**config.mk**
```make
export PLATFORM = sky130hd
export DESIGN_NAME = serial_to_parallel_rx
export DESIGN_NICKNAME = d
export VERILOG_FILES = /design/src/rtl/conway_serial_pkg.sv /design/src/rtl/word_holding_reg.sv /design/src/rtl/serial_to_parallel_rx.sv
export SDC_FILE = /design/constraint.sdc
export NUM_CORES = 1
export LEC_CHECK = 0
export ABC_CLOCK_PERIOD_IN_PS = 5690
export CAP_MARGIN = 20
export CORE_ASPECT_RATIO = 0.9
export CORE_MARGIN = 2
export CORE_UTILIZATION = 31
export CTS_CLUSTER_DIAMETER = 60
export DETAILED_ROUTE_END_ITERATION = 8
export PLACE_DENSITY = 0.52
export SLEW_MARGIN = 25
export SYNTH_ARGS = -nofsm -noshare
export SYNTH_HDL_FRONTEND = slang
export SYNTH_SLANG_ARGS = --single-unit
```
**constraint.sdc**
```tcl
create_clock -name CLK -period 5.69 [get_ports CLK]
set_input_delay 0.8535 -clock CLK [delete_from_list [all_inputs] [get_ports CLK]]
set_output_delay 0.8535 -clock CLK [all_outputs]
set_load 0.01 [all_outputs]
```
**src/rtl/conway_serial_pkg.sv**
```systemverilog
// +----------------------------------------------------------------------------+
// | conway_serial_pkg : shared types and helpers for the board-state serial path |
// | Rev 1.0                                                                      |
// +----------------------------------------------------------------------------+
`default_nettype none

package conway_serial_pkg;

    localparam int DEFAULT_WORD_SIZE = 64;

    typedef enum logic [1:0] {
        IDLE   = 2'd0,
        RECV   = 2'd1,
        PARITY = 2'd2
    } rx_state_t;

    // Counter width able to hold the value n itself (needed when the parity slot follows the last data bit).
    function automatic int cnt_width(input int n);
        return $clog2(n + 1);
    endfunction

endpackage

`default_nettype wire

```
**src/rtl/word_holding_reg.sv**
```systemverilog
// +----------------------------------------------------------------------------+
// | word_holding_reg : one-deep valid/ready output register for received words   |
// | Rev 1.0                                                                      |
// +----------------------------------------------------------------------------+
`default_nettype none

module word_holding_reg #(
    parameter int WIDTH = 64
) (
    input  logic             CLK,
    input  logic             RST,
    input  logic             load,
    input  logic [WIDTH-1:0] load_data,
    input  logic             accept,
    output logic [WIDTH-1:0] data,
    output logic             valid,
    output logic             can_load
);

    // A word may be written when the slot is empty or is being drained on this edge.
    assign can_load = !valid || accept;

    always_ff @(posedge CLK or posedge RST) begin
        if (RST) begin
            data  <= '0;
            valid <= 1'b0;
        end else if (load) begin
            data  <= load_data;
            valid <= 1'b1;
        end else if (valid && accept) begin
            valid <= 1'b0;
        end
    end

endmodule

`default_nettype wire

```
**src/rtl/serial_to_parallel_rx.sv**
```systemverilog
// +----------------------------------------------------------------------------+
// | serial_to_parallel_rx : MSB-first serial word receiver with valid/ready out  |
// | Optional even-parity slot after each word: S2P_PARITY_CHECK_EN               |
// | Rev 1.0                                                                      |
// +----------------------------------------------------------------------------+
`default_nettype none

module serial_to_parallel_rx
    import conway_serial_pkg::*;
#(
    parameter int data_size = DEFAULT_WORD_SIZE
) (
    input  logic                 CLK,
    input  logic                 RST,
    input  logic                 SERIAL_IN,
    input  logic                 BIT_VALID,
    input  logic                 FRAME_START,
    output logic [data_size-1:0] WORD_OUT,
    output logic                 WORD_VALID,
    input  logic                 WORD_READY,
    output logic                 OVERFLOW,
    output logic                 FRAME_ERR
`ifdef S2P_PARITY_CHECK_EN
    ,
    output logic                 PARITY_ERR
`endif
);

    localparam int            CW       = cnt_width(data_size);
    localparam logic [CW-1:0] LAST_CNT = CW'(data_size - 1);

    rx_state_t            r_state;
    logic [CW-1:0]        r_cnt;
    logic [data_size-1:0] r_shift;

    logic [data_size-1:0] w_shifted;
    logic [data_size-1:0] w_commit_word;
    logic                 w_commit;
    logic                 w_load;
    logic                 w_can_load;

    assign w_shifted = {r_shift[data_size-2:0], SERIAL_IN};

`ifdef S2P_PARITY_CHECK_EN
    logic w_parity_ok;
    logic w_parity_bit;

    // Even parity over the completed word plus the received parity bit.
    assign w_parity_ok   = ~^{r_shift, SERIAL_IN};
    assign w_parity_bit  = BIT_VALID && !FRAME_START && (r_state == PARITY);
    assign w_commit      = w_parity_bit && w_parity_ok;
    assign w_commit_word = r_shift;
`else
    assign w_commit      = BIT_VALID && !FRAME_START && (r_state == RECV) && (r_cnt == LAST_CNT);
    assign w_commit_word = w_shifted;
`endif

    assign w_load = w_commit && w_can_load;

    always_ff @(posedge CLK or posedge RST) begin
        if (RST) begin
            r_state   <= IDLE;
            r_cnt     <= '0;
            r_shift   <= '0;
            OVERFLOW  <= 1'b0;
            FRAME_ERR <= 1'b0;
`ifdef S2P_PARITY_CHECK_EN
            PARITY_ERR <= 1'b0;
`endif
        end else begin
            if (w_commit && !w_can_load) begin
                OVERFLOW <= 1'b1;
            end
            if (BIT_VALID) begin
                if (FRAME_START) begin
                    // A start bit always opens a fresh word; outside IDLE the partial word is lost.
                    if (r_state != IDLE) begin
                        FRAME_ERR <= 1'b1;
                    end
                    r_shift <= {{(data_size-1){1'b0}}, SERIAL_IN};
                    r_cnt   <= CW'(1);
                    r_state <= RECV;
                end else begin
                    case (r_state)
                        IDLE: begin
                            r_state <= IDLE;
                        end
                        RECV: begin
                            r_shift <= w_shifted;
                            if (r_cnt == LAST_CNT) begin
`ifdef S2P_PARITY_CHECK_EN
                                r_cnt   <= r_cnt + CW'(1);
                                r_state <= PARITY;
`else
                                r_cnt   <= '0;
                                r_state <= IDLE;
`endif
                            end else begin
                                r_cnt <= r_cnt + CW'(1);
                            end
                        end
`ifdef S2P_PARITY_CHECK_EN
                        PARITY: begin
                            if (!w_parity_ok) begin
                                PARITY_ERR <= 1'b1;
                            end
                            r_cnt   <= '0;
                            r_state <= IDLE;
                        end
`endif
                        default: begin
                            r_cnt   <= '0;
                            r_state <= IDLE;
                        end
                    endcase
                end
            end
        end
    end

    word_holding_reg #(
        .WIDTH (data_size)
    ) u_hold (
        .CLK       (CLK),
        .RST       (RST),
        .load      (w_load),
        .load_data (w_commit_word),
        .accept    (WORD_READY),
        .data      (WORD_OUT),
        .valid     (WORD_VALID),
        .can_load  (w_can_load)
    );

endmodule

`default_nettype wire

```
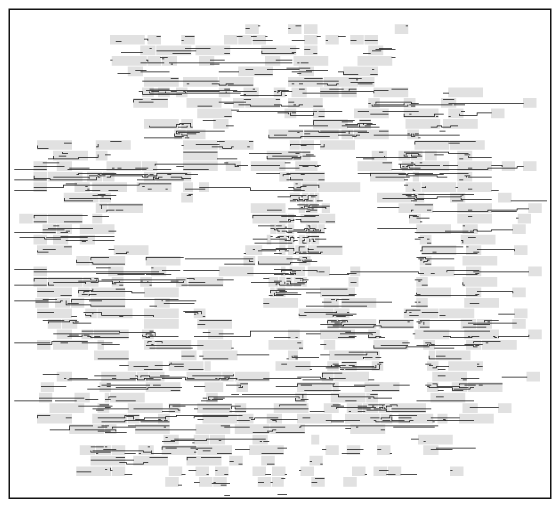
Fig. 1. M1 wires (run 1).
The wires run mostly horizontal. The longest straight run is 35.4 um. 367 nets have wire on it. The layer carries 4640 um of wire.
Routed WL: 9.80 mm
met1 usage: 15.7%
vias: 3006

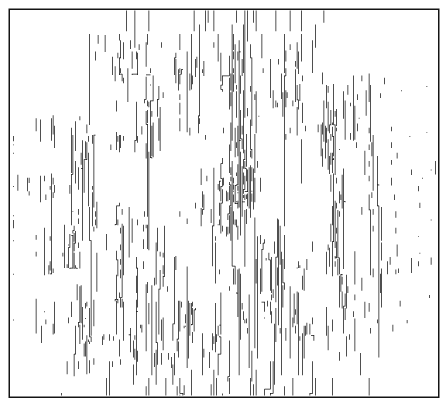
Fig. 2. Metal 2 (run 1).
The longest straight run is 54.4 um. The layer carries 4560 um of wire. 379 nets have wire on it. The wires run mostly vertical.
met2 usage: 17.7%

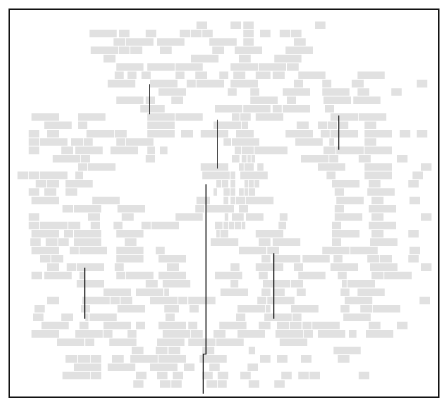
Fig. 3. Signal wires on met4 (run 1).
The wires run mostly vertical. 2 nets have wire on it.

==> results.ini, run 1 <==
[synth]
syn-instance-count=330
yosysCellCount=330
syn_area_mm2=0.00513
synth_cell_types=31
ys_ff=138
yosys.stat.seqShare_pct=67.3
avgSynthCellArea_um2=15.5
yosys_warnings=0
syn_nets=337
ys_chip_area_mm2=0.00513

[placed_design]
port_buffers=72
dpl.hpwl_mm=5.81
place.gp.congestion=0.733
place_inst=594

[clock_tree]
cts_hold_buf=0
path_clk_slew_ps=60
clock-root-buffer=clkbuf_16
ctsHtreeMaxLevel=4
postCtsResizedCells=0
clock_sinks=138
insertion_delay_ps=420
numCtsBuffers=17
postCtsSetupBuffers=0
cts.path.max_buffers=2
tritoncts=built

[pwr]
total_power_uw=2110
total_leakage_power_uw=0.00312
powerDensity_mw_per_mm2=318
ir_worst_vdd_mv=0.204

[routing]
post_drt_via_cell_ratio=4.80
drt_first_pass_iters=4
ant_nets=0
drcViolationCount=0
wl_per_cell_um=15.7
drtIter0Drc=138

[sta]
clock.fmax_mhz=316
finalSetupViolations=0
drv_slew=0
period_needed_ps=3170
hold_violations=0
tightestPinTransition_ps=892
rsz0062_at_grt=false
finalCritPeriodShare_pct=55.6
skew_ps=7.48
fin_tns_setup_ps=0
slew_headroom_pct=40.6

[worst_setup_path]
required_ps=5990
worst_setup_path_start_kind=input pin
crit_path_end_kind=register
crit_arrival_ps=3460
worstPathMaxFanout=57
cp_slowest_stage_delay_ps=700
crit_chain=clkdlybuf4s50_1 -> nand2_1 -> or2_2 -> nor3_4 -> buf_4 -> mux2_2
slowest_stage=buf_4
path_class=in -> reg

[floorplan]
die_width_um=140
num_rows=44
chip_area_mm2=0.0176
pin_count=73
core_mm2=0.0162
die_h_um=126
fp-utilization_pct=31.7

[finish]
lay_top_cells=dfrtp_1 (138), clkdlybuf4s50_1 (72), a22o_1 (63)
fin_cells=626
diodes=0
fillers=1508
layout-drive-gt1-share_pct=24.6
layout_top_cell=dfrtp_1
area_delta_synth_final_pct=29.0
final_util_pct=40.9
finalNetCount=413

[global_route]
grt_usage_pct=12.0
grt_pass1_vias=3227
grt_max_degree=99
grt.overflow.total=0
grt_pass1_wl_mm=16.5
antenna_found_initial=0

[flow_run]
drv_cap=0
tool_warnings=26

[hold_path]
min_path_type=reg -> reg

[outcome]
status=finished clean

[run 1: per-layer routing]
layer,routed length [um],GRT usage [%]
met1,4640,15.7
met2,4560,17.7
met3,455,4.11
met4,142,6.18
met5,0,0
[run 1: Yosys cell counts]
cell type  instances  area share [%]
dfrtp_1          138              67
a22o_1            63              11
mux2_2            60              13
clkbuf_1          12            0.88
o21ai_0            7            0.68
buf_6              6             1.3
mux2_1             5             1.1
nand2_1            5            0.37
nand3_1            4            0.39
nor2_1             3            0.22
a21o_1             2            0.29
a21oi_1            2            0.20
and3_1             2            0.24
buf_1              2            0.15
inv_1              2            0.15
nand4b_1           2            0.34
a31o_2             1            0.17
a31oi_1            1            0.12
and2_0             1            0.12
ha_1               1            0.24
nand2b_1           1            0.12
nor2b_1            1            0.12
nor3_1             1           0.098
nor3_4             1            0.32
o21a_1             1            0.15
o31a_1             1            0.17
o31ai_1            1            0.15
or2_2              1            0.12
or3_1              1            0.12
or3_4              1            0.22
or4_1              1            0.15
[run 1: cell families (layout without fill, tap and decap cells)]
family          count (synthesis)  count (layout)  synth area share, %
fa+ha+maj                       1               1                0.244
simple gates                   25              25                 2.95
buf+inv                        22             111                 2.49
mux                            65              65                 14.3
compound gates                 79              79                 12.7
flops                         138             138                 67.3
[run 1: worst max-delay path: cells and delay by family]
kind          cells  cell delay (ps)
mux               1              410
buf+inv           2             1260
simple gates      3              920
[run 1: registers in the layout (all words and copies together) (netlist names)]
name	flops
u_hold.data	64
r_shift	63
r_state	1
u_hold.valid	1
FRAME_ERR	1
r_cnt	7
OVERFLOW	1
[run 1: power by group]
part,total [uW],internal [uW],leakage [uW],switching (uW)
registers,1000,991,0.00191,10.2
clock network,1050,633,0.000279,413
logic,58.9,14.9,0.000932,44.1
[run 1: cell type report]
cell class	instances	area, um2	share of cell area, %
Inverter	2	12.5	0.189
Timing Repair Buffer	77	758	11.5
Sequential cell	138	3450	52.2
Multi-Input combinational cell	170	1570	23.7
Clock inverter	11	96.3	1.46
Tap cell	207	259	3.92
Clock buffer	21	470	7.11
[run 1: metrics by stage]
stage               area [um2]  setup WS [ps]  hold slack [ps]
floorplan                 5130           1140              467
detailed placement        6050           2040              483
global placement          6050           2090              477
finish                    6620           2520              489
CTS                       6620           2500              496
global route              6620           2390              522
[run 1: worst paths after layout]
check                                start         endpoint  slack [ps]  depth (start not counted)
max                              BIT_VALID   u_hold.data[2]        2520                          6
min                        u_hold.data[45]  u_hold.data[45]         490                          1
max in group asynchronous              RST  u_hold.data[23]        3670                          3
max reg2reg                       r_cnt[0]   u_hold.data[2]        2830                          6
min reg2reg                u_hold.data[45]  u_hold.data[45]         490                          1
min in group asynchronous              RST  u_hold.data[47]         980                          2
==> run 2: changes to the inputs <==
--- a/config.mk
+++ b/config.mk
@@ -5,7 +5,7 @@
 export SDC_FILE = /design/constraint.sdc
 export NUM_CORES = 1
 export LEC_CHECK = 0
-export ABC_CLOCK_PERIOD_IN_PS = 5690
+export ABC_CLOCK_PERIOD_IN_PS = 3000
 export CAP_MARGIN = 20
 export CORE_ASPECT_RATIO = 0.9
 export CORE_MARGIN = 2
==> constraint.sdc (replaced) <==
create_clock -name CLK -period 3 [get_ports CLK]
set_input_delay 0.45 -clock CLK [delete_from_list [all_inputs] [get_ports CLK]]
set_output_delay 0.45 -clock CLK [all_outputs]
set_load 0.01 [all_outputs]
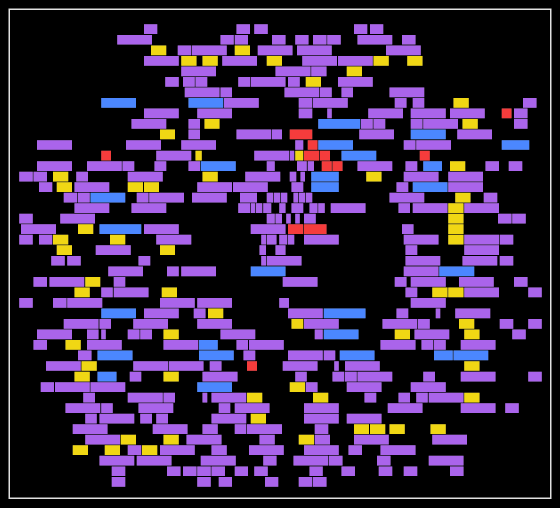
Fig. 4. Cell sizes after repair (run 2).
x3 and x4: in red, cells 12, share 2.8%. x6 and larger: in blue, cells 27, share 6.4%. x2: in yellow, cells 63, share 15%. x1 and smaller: in purple, cells 320, share 76%.
synthesis-to-finish area growth: 31.0%
design area: 0.00672 mm2

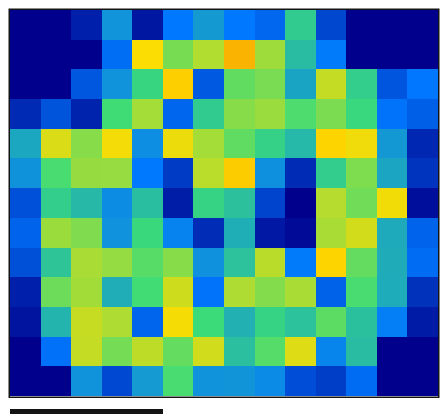
Fig. 5. Cell area per tile (run 2).
Bar = 50 um. 14 x 13 tiles, from dark blue (low) to red (high), 0 to 100% covered.
The mean over all tiles is 37%. 2.7% of the tiles are over 75% full. The emptiest ninth of the die: upper left.
Core Util, Final: 41.5%
Core Region: 0.0162 mm2

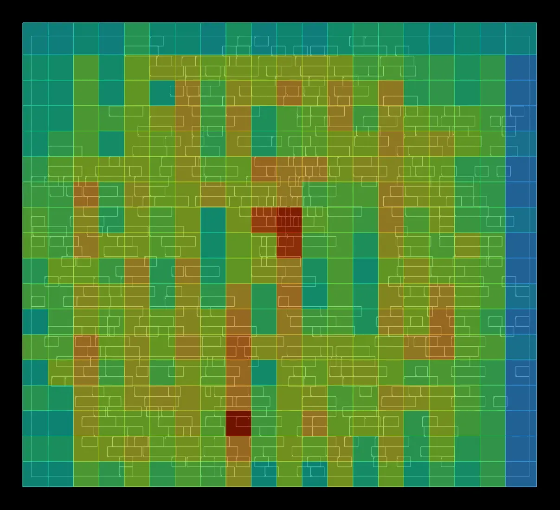
Fig. 6. Routing congestion (run 2).
met2 usage: 18.1%
wire per inst: 15.8 um
GRT Total Usage: 12.1%
met3 GRT Util: 4.26%

==> run 2 against run 1 <==
Against the previous run: combinational power is 97% higher; power is 97% higher; die area stayed put; wire length is 1.6% higher; critical path depth stayed put; final cell count is 0.48% higher; sequential share of layout area is 0.79 points lower; synthesized cell count stayed put; via count is 0.80% higher; highest routed layer unchanged.
==> results.ini, run 2 <==
[global_route]
grt_pass1_wl_mm=16.7  ; +1.7%
antenna_found_initial=0  ; unchanged
grt_pass1_vias=3168  ; -1.8%
busiest_layer=met2
met1_usage_pct=15.9  ; +0.17 points
grt.overflow.total=0  ; unchanged
grt_max_degree=129  ; +30%

[sta]
skew_ps=7.81  ; +0.328 ps
fin_tns_setup_ps=0  ; unchanged
drv_slew=0  ; unchanged
setup_ws_ps=746  ; -1780 ps
hold_violations=0  ; unchanged
rsz0062_at_grt=false
period_needed_ps=2250
tightestPinTransition_ps=705  ; -186 ps
clock.fmax_mhz=444
slew_headroom_pct=53.0  ; +12 points
finalCritPeriodShare_pct=75.1
finalSetupViolations=0  ; unchanged

[outcome]
status=finished clean

[placed_design]
place_inst=597  ; +0.51%
place.gp.congestion=0.804  ; +9.7%
dpl_cell_area_mm2=0.00611  ; +0.97%
dpl.hpwl_mm=6.06  ; +4.3%
port_buffers=72  ; unchanged
dp_slack_ps=399  ; -1640 ps

[routing]
drtIter0Drc=136  ; -1.4%
drt_first_pass_iters=4  ; unchanged
ant_nets=0  ; unchanged
wl_mm=9.95  ; +1.6%
drcViolationCount=0  ; unchanged
vias=3030  ; +0.80%
post_drt_via_cell_ratio=4.82  ; +0.32%

[floorplan]
fp-utilization_pct=31.7  ; unchanged
chip_area_mm2=0.0176  ; unchanged
num_rows=44  ; unchanged
pin_count=73  ; unchanged
die_width_um=140  ; unchanged
die_h_um=126  ; unchanged

[clock_tree]
postCtsResizedCells=0  ; unchanged
clock-root-buffer=clkbuf_16
path_clk_slew_ps=60  ; about the same
postCtsSetupBuffers=0  ; unchanged
tritoncts=built
cts_hold_buf=0  ; unchanged
cts.path.max_buffers=2  ; unchanged
clock_sinks=138  ; unchanged
ctsHtreeMaxLevel=4  ; unchanged
numCtsBuffers=17  ; unchanged
insertion_delay_ps=410  ; about the same

[worst_setup_path]
crit_path_end_kind=register
crit_chain=ha_1 -> nand3_1 -> or3_4 -> nor3_4 -> buf_12 -> mux2_2
worst_setup_path_start_kind=register
cp_slowest_stage_delay_ps=430  ; -270 ps
slowest_stage=dfrtp_1
crit_arrival_ps=2550  ; -910 ps
path_class=reg -> reg
reg2reg_depth=6  ; unchanged
required_ps=3300  ; -2690 ps
worstPathMaxFanout=32  ; -44%

[finish]
layout-drive-gt1-share_pct=24.2  ; -0.41 points
comb_area_mm2=0.00157  ; unchanged
largest_registers=u_hold.data x64, r_shift x63, r_cnt x7
finalNetCount=416  ; +0.73%
top_register=u_hold.data
final-seq-area_mm2=0.00345  ; unchanged
fin_cells=629  ; +0.48%
fillers=1511  ; +0.20%
largest_reg_flops=64  ; unchanged
lay_top_cells=dfrtp_1 (138), clkdlybuf4s50_1 (72), a22o_1 (63)
layout_top_cell=dfrtp_1
diodes=0  ; unchanged

[synth]
ff_type=dfrtp_1
syn_area_mm2=0.00513  ; unchanged
ys_sh_mux_pct=14.3  ; unchanged
synthTopCellsByArea=dfrtp_1 (67%), mux2_2 (13%), a22o_1 (11%)
ys_ff=138  ; unchanged
topCombFamilyByArea=multiplexers
aoi_share_pct=12.7  ; unchanged
yosys.stat.seqShare_pct=67.3  ; unchanged
edf_count=0  ; unchanged
yosysCellCount=330  ; unchanged
synthTopCellsByCount=dfrtp_1 (138), a22o_1 (63), mux2_2 (60)
synth_async_sr_flop_share_pct=100  ; unchanged
yosys.area.top_type=dfrtp_1
synth_cell_types=31  ; unchanged
syn_nets=337  ; unchanged
most_common_cell=dfrtp_1
synth-xor-area-share_pct=0  ; unchanged
yosys_warnings=0  ; unchanged
avgSynthCellArea_um2=15.5  ; unchanged
yosysTopAreaCellShare_pct=67.3  ; unchanged
ys_chip_area_mm2=0.00513  ; unchanged
ys_sh_adder_pct=0.244  ; unchanged
simple_gate_share_pct=2.95  ; unchanged
syn-instance-count=330  ; unchanged

[flow_run]
drv_cap=0  ; unchanged
tool_warnings=28  ; +7.7%

[pwr]
total_power_uw=4160  ; +97%
ir_worst_vdd_mv=0.406  ; +99%
powerDensity_mw_per_mm2=619  ; +95%
total_leakage_power_uw=0.00315  ; +1.1%

[hold_path]
min_path_type=in -> async

## run 2: netlist changes by cell type in the layout (fill, tap and decap cells not counted)
cell        delta
clkbuf_1       +4
clkinv_2       -4
buf_12         +3
clkinv_4       -3
bufinv_16      +2
clkbuf_8       +1
clkinvlp_4     +1
inv_6          -1
## run 2: kinds of logic (layout without fill, tap and decap cells)
kind of cell | count (synthesis) | count (layout)
flip-flops | 138 | 138
AND-OR/OR-AND | 79 | 79
multiplexers | 65 | 65
AND/OR/NAND/NOR | 25 | 25
buffers and inverters | 22 | 114
adder cells (fa/ha/maj) | 1 | 1
## run 2: worst paths after layout
kind                            from               to  slack, ps
min                              RST  u_hold.data[24]        330
max reg2reg                 r_cnt[0]  u_hold.data[50]        750
max                         r_cnt[0]  u_hold.data[50]        750
min in group CLK           FRAME_ERR        FRAME_ERR        470
min reg2reg                FRAME_ERR        FRAME_ERR        470
max in group asynchronous        RST       r_shift[7]       1710
## run 2: report_power, final
group          internal (uW)  leakage [uW]  switching, uW
clock                   1400      0.000291            748
sequential              1880       0.00191           19.7
combinational           31.7      0.000952           83.9
## run 2: area by class of cell
cell class	count	share of cell area, %
Clock buffer	26	7.43
Inverter	2	0.168
Multi-Input combinational cell	170	23.3
Timing Repair Buffer	80	12.2
Sequential cell	138	51.4
Clock inverter	6	1.64
Tap cell	207	3.86
## run 2: worst max-delay path, delay by kind of cell (launching register included)
kind / cells / cell delay [ps]
adders and majority gates: 1 / 240
buffers and inverters: 1 / 250
DFF: 1 / 430
muxes: 1 / 360
and+or+nand+nor: 3 / 830
## run 2: metrics by stage
step	hold slack, ps	util (%)
6_report	331	41.5
3_3_place_gp	473	37.7
4_1_cts	314	41.5
2_1_floorplan	467	-
3_5_place_dp	476	37.7
5_1_grt	339	41.5
## run 2: layer usage
metal | up-vias | wire length [um]
li1 | 1400 | -
met1 | 1559 | 4720
met2 | 58 | 4630
met3 | 13 | 433
met4 | 0 | 170
met5 | - | 0
Fig. 7: run 2, M1 wires
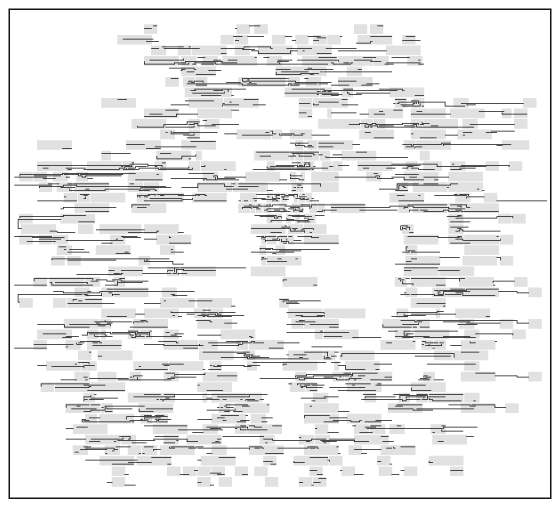

==> run 3: changes to the inputs <==
--- a/config.mk
+++ b/config.mk
@@ -5,7 +5,7 @@
 export SDC_FILE = /design/constraint.sdc
 export NUM_CORES = 1
 export LEC_CHECK = 0
-export ABC_CLOCK_PERIOD_IN_PS = 3000
+export ABC_CLOCK_PERIOD_IN_PS = 2400
 export CAP_MARGIN = 20
 export CORE_ASPECT_RATIO = 0.9
 export CORE_MARGIN = 2
==> constraint.sdc (replaced) <==
create_clock -name CLK -period 2.4 [get_ports CLK]
set_input_delay 0.36 -clock CLK [delete_from_list [all_inputs] [get_ports CLK]]
set_output_delay 0.36 -clock CLK [all_outputs]
set_load 0.01 [all_outputs]
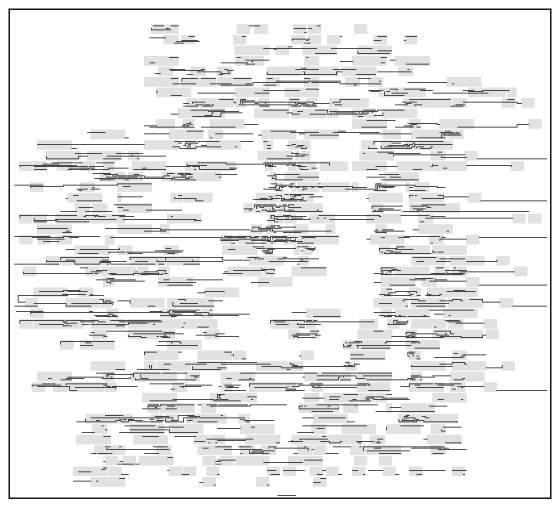
Fig. 8. M1 wires (run 3).
The layer holds 49% of the routed length. The wires run mostly horizontal.
Routed WL: 9.92 mm
met1 usage: 17.1%
vias: 3011

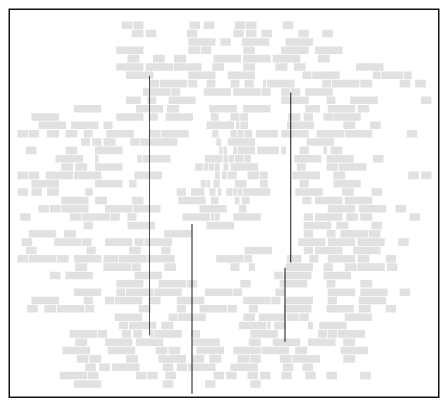
Fig. 9. Signal wires on met4 (run 3).

==> run 3 against run 2 <==
Against the previous run: global-route usage grew 0.079 points; sequential power grew 25%; die area is the same; final area shrank 0.97%; combinational power grew 29%; sequential share of layout area grew 0.50 points; critical endpoint is now u_hold.data[35].
==> results.ini, run 3 <==
[outcome]
status=finished clean

[clock_tree]
insertion_delay_ps=410  ; about the same
clock-root-buffer=clkbuf_16
postCtsResizedCells=0  ; unchanged
cts_hold_buf=0  ; unchanged
numCtsBuffers=17  ; unchanged
path_clk_slew_ps=50  ; about the same
clock_sinks=138  ; unchanged
cts.path.max_buffers=2  ; unchanged
postCtsSetupBuffers=0  ; unchanged
tritoncts=built
ctsHtreeMaxLevel=4  ; unchanged

[global_route]
antenna_found_initial=0  ; unchanged
grt_pass1_vias=3079  ; -2.8%
grt.overflow.total=0  ; unchanged
grt_pass1_wl_mm=16.8  ; +0.20%
grt_max_degree=101  ; -22%
grt_usage_pct=12.1  ; +0.079 points

[routing]
ant_nets=0  ; unchanged
drt_first_pass_iters=5  ; +1
drcViolationCount=0  ; unchanged
post_drt_via_cell_ratio=4.78  ; -0.78%
drtIter0Drc=242  ; +78%

[placed_design]
dpl.hpwl_mm=6.19  ; +2.2%
place_inst=601  ; +0.67%
place.gp.congestion=0.777  ; -3.5%
port_buffers=72  ; unchanged
dp_slack_ps=49.1  ; -350 ps

[synth]
ys_ff=138  ; unchanged
synthTopCellsByArea=dfrtp_1 (67%), mux2_2 (13%), a22o_1 (11%)
yosys.stat.seqShare_pct=67.3  ; unchanged
syn_nets=337  ; unchanged
ff_type=dfrtp_1
yosysTopAreaCellShare_pct=67.3  ; unchanged
avgSynthCellArea_um2=15.5  ; unchanged
ys_chip_area_mm2=0.00513  ; unchanged
synthTopCellsByCount=dfrtp_1 (138), a22o_1 (63), mux2_2 (60)
yosys.area.top_type=dfrtp_1
yosys_warnings=0  ; unchanged
yosysCellCount=330  ; unchanged
most_common_cell=dfrtp_1
edf_count=0  ; unchanged
syn_area_mm2=0.00513  ; unchanged
syn-instance-count=330  ; unchanged
synth_cell_types=31  ; unchanged
synth_async_sr_flop_share_pct=100  ; unchanged

[finish]
layout-drive-gt1-share_pct=24.3  ; +0.18 points
area_delta_synth_final_pct=29.7
fin_cells=630  ; +0.16%
finalNetCount=420  ; +0.96%
fillers=1524  ; +0.86%
layout_top_cell=dfrtp_1
diodes=0  ; unchanged
largest_reg_flops=64  ; unchanged
lay_top_cells=dfrtp_1 (138), clkdlybuf4s50_1 (72), a22o_1 (63)
top_register=u_hold.data
largest_registers=u_hold.data x64, r_shift x63, r_cnt x7

[sta]
rsz0062_at_grt=false
slew_headroom_pct=62.4  ; +9.4 points
hold_violations=0  ; unchanged
drv_slew=0  ; unchanged
setup_ws_ps=144  ; -602 ps
finalCritPeriodShare_pct=94.0  ; +19 points
skew_ps=5.82  ; -1.99 ps
clock.fmax_mhz=443  ; about the same
finalSetupViolations=0  ; unchanged
fin_tns_setup_ps=0  ; unchanged
period_needed_ps=2260  ; +1.70 ps
tightestPinTransition_ps=564  ; -141 ps

[hold_path]
min_path_type=in -> async

[floorplan]
pin_count=73  ; unchanged
chip_area_mm2=0.0176  ; unchanged
core_mm2=0.0162  ; unchanged
fp-utilization_pct=31.7  ; unchanged
die_width_um=140  ; unchanged
num_rows=44  ; unchanged
die_h_um=126  ; unchanged

[worst_setup_path]
reg2reg_depth=6  ; unchanged
worst_setup_path_start_kind=register
crit_arrival_ps=2550  ; about the same
crit_path_end_kind=register
path_class=reg -> reg
worstPathMaxFanout=36  ; +13%
required_ps=2690  ; -610 ps

[pwr]
powerDensity_mw_per_mm2=724  ; +17%
ir_worst_vdd_mv=0.461  ; +14%
total_power_uw=4810  ; +16%
total_leakage_power_uw=0.00314  ; -0.50%

[flow_run]
drv_cap=0  ; unchanged
tool_warnings=28  ; unchanged

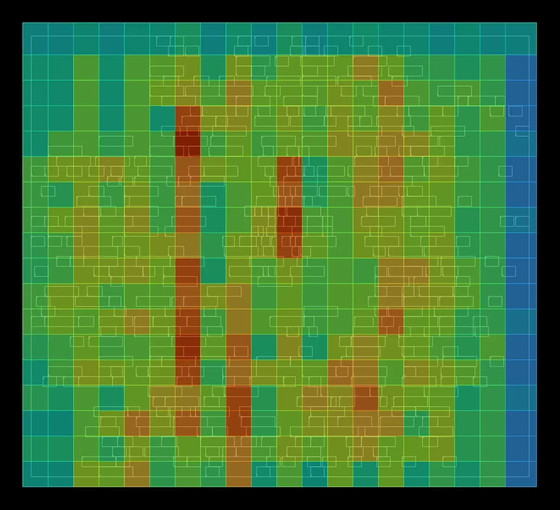
Fig. 10. Routing congestion (run 3).
met3 GRT Util: 3.69%
Core Util, Final: 41.1%
wire per inst: 15.7 um

==> run 3: critical path, stage by stage (launching register included) <==
cell,delay (ps)
dfrtp_1,420
ha_1,230
nand3_1,130
or3_4,430
nor3_4,270
buf_12,260
mux2_2,370
==> run 3: kinds of logic after synthesis <==
logic type | Yosys count | share of synthesized area (%)
AOI/OAI and AO/OA | 79 | 12.7
DFF | 138 | 67.3
muxes | 65 | 14.3
adders and majority gates | 1 | 0.244
buffers and inverters | 22 | 2.49
and+or+nand+nor | 25 | 2.95
==> run 3: routing by layer <==
layer  global-route usage [%]  vias up  routed length, um
met1                     17.1     1546               4870
met2                     17.1       58               4470
met3                     3.69       15                366
met4                     5.82        0                218
met5                        0        -                  0
li1                         -     1392                  -
==> run 3: report_power, final <==
group	total, uW	leakage [uW]	internal (uW)	switching [uW]
Sequential	2380	0.00191	2350	24.6
Clock	2290	0.000256	1410	883
Combinational	150	0.000972	44.3	106
==> run 3: metrics by stage <==
stage | instance area [um2] | hold slack, ps
5_1_grt | 6650 | 495
4_1_cts | 6650 | 473
6_report | 6650 | 433
2_1_floorplan | 5130 | 467
3_5_place_dp | 6140 | 462
3_3_place_gp | 6140 | 451
==> run 3: final cells by class <==
class | count | area [um2] | share of cell area, %
multi-input cells | 170 | 1570 | 23.5
well taps | 207 | 259 | 3.89
clock inverters | 3 | 15.0 | 0.226
clock buffers | 26 | 499 | 7.51
inverters | 2 | 11.3 | 0.169
flip-flops and latches | 138 | 3450 | 51.9
repair buffers | 84 | 848 | 12.8
==> run 3: worst paths after layout <==
check | start | endpoint | slack [ps]
max reg2reg | r_cnt[0] | u_hold.data[35] | 140
max | r_cnt[0] | u_hold.data[35] | 140
min in group CLK | OVERFLOW | OVERFLOW | 470
min reg2reg | OVERFLOW | OVERFLOW | 470
max in group asynchronous | RST | r_shift[3] | 1510
min | RST | u_hold.data[19] | 430
Power and IR drop assume default switching activity.
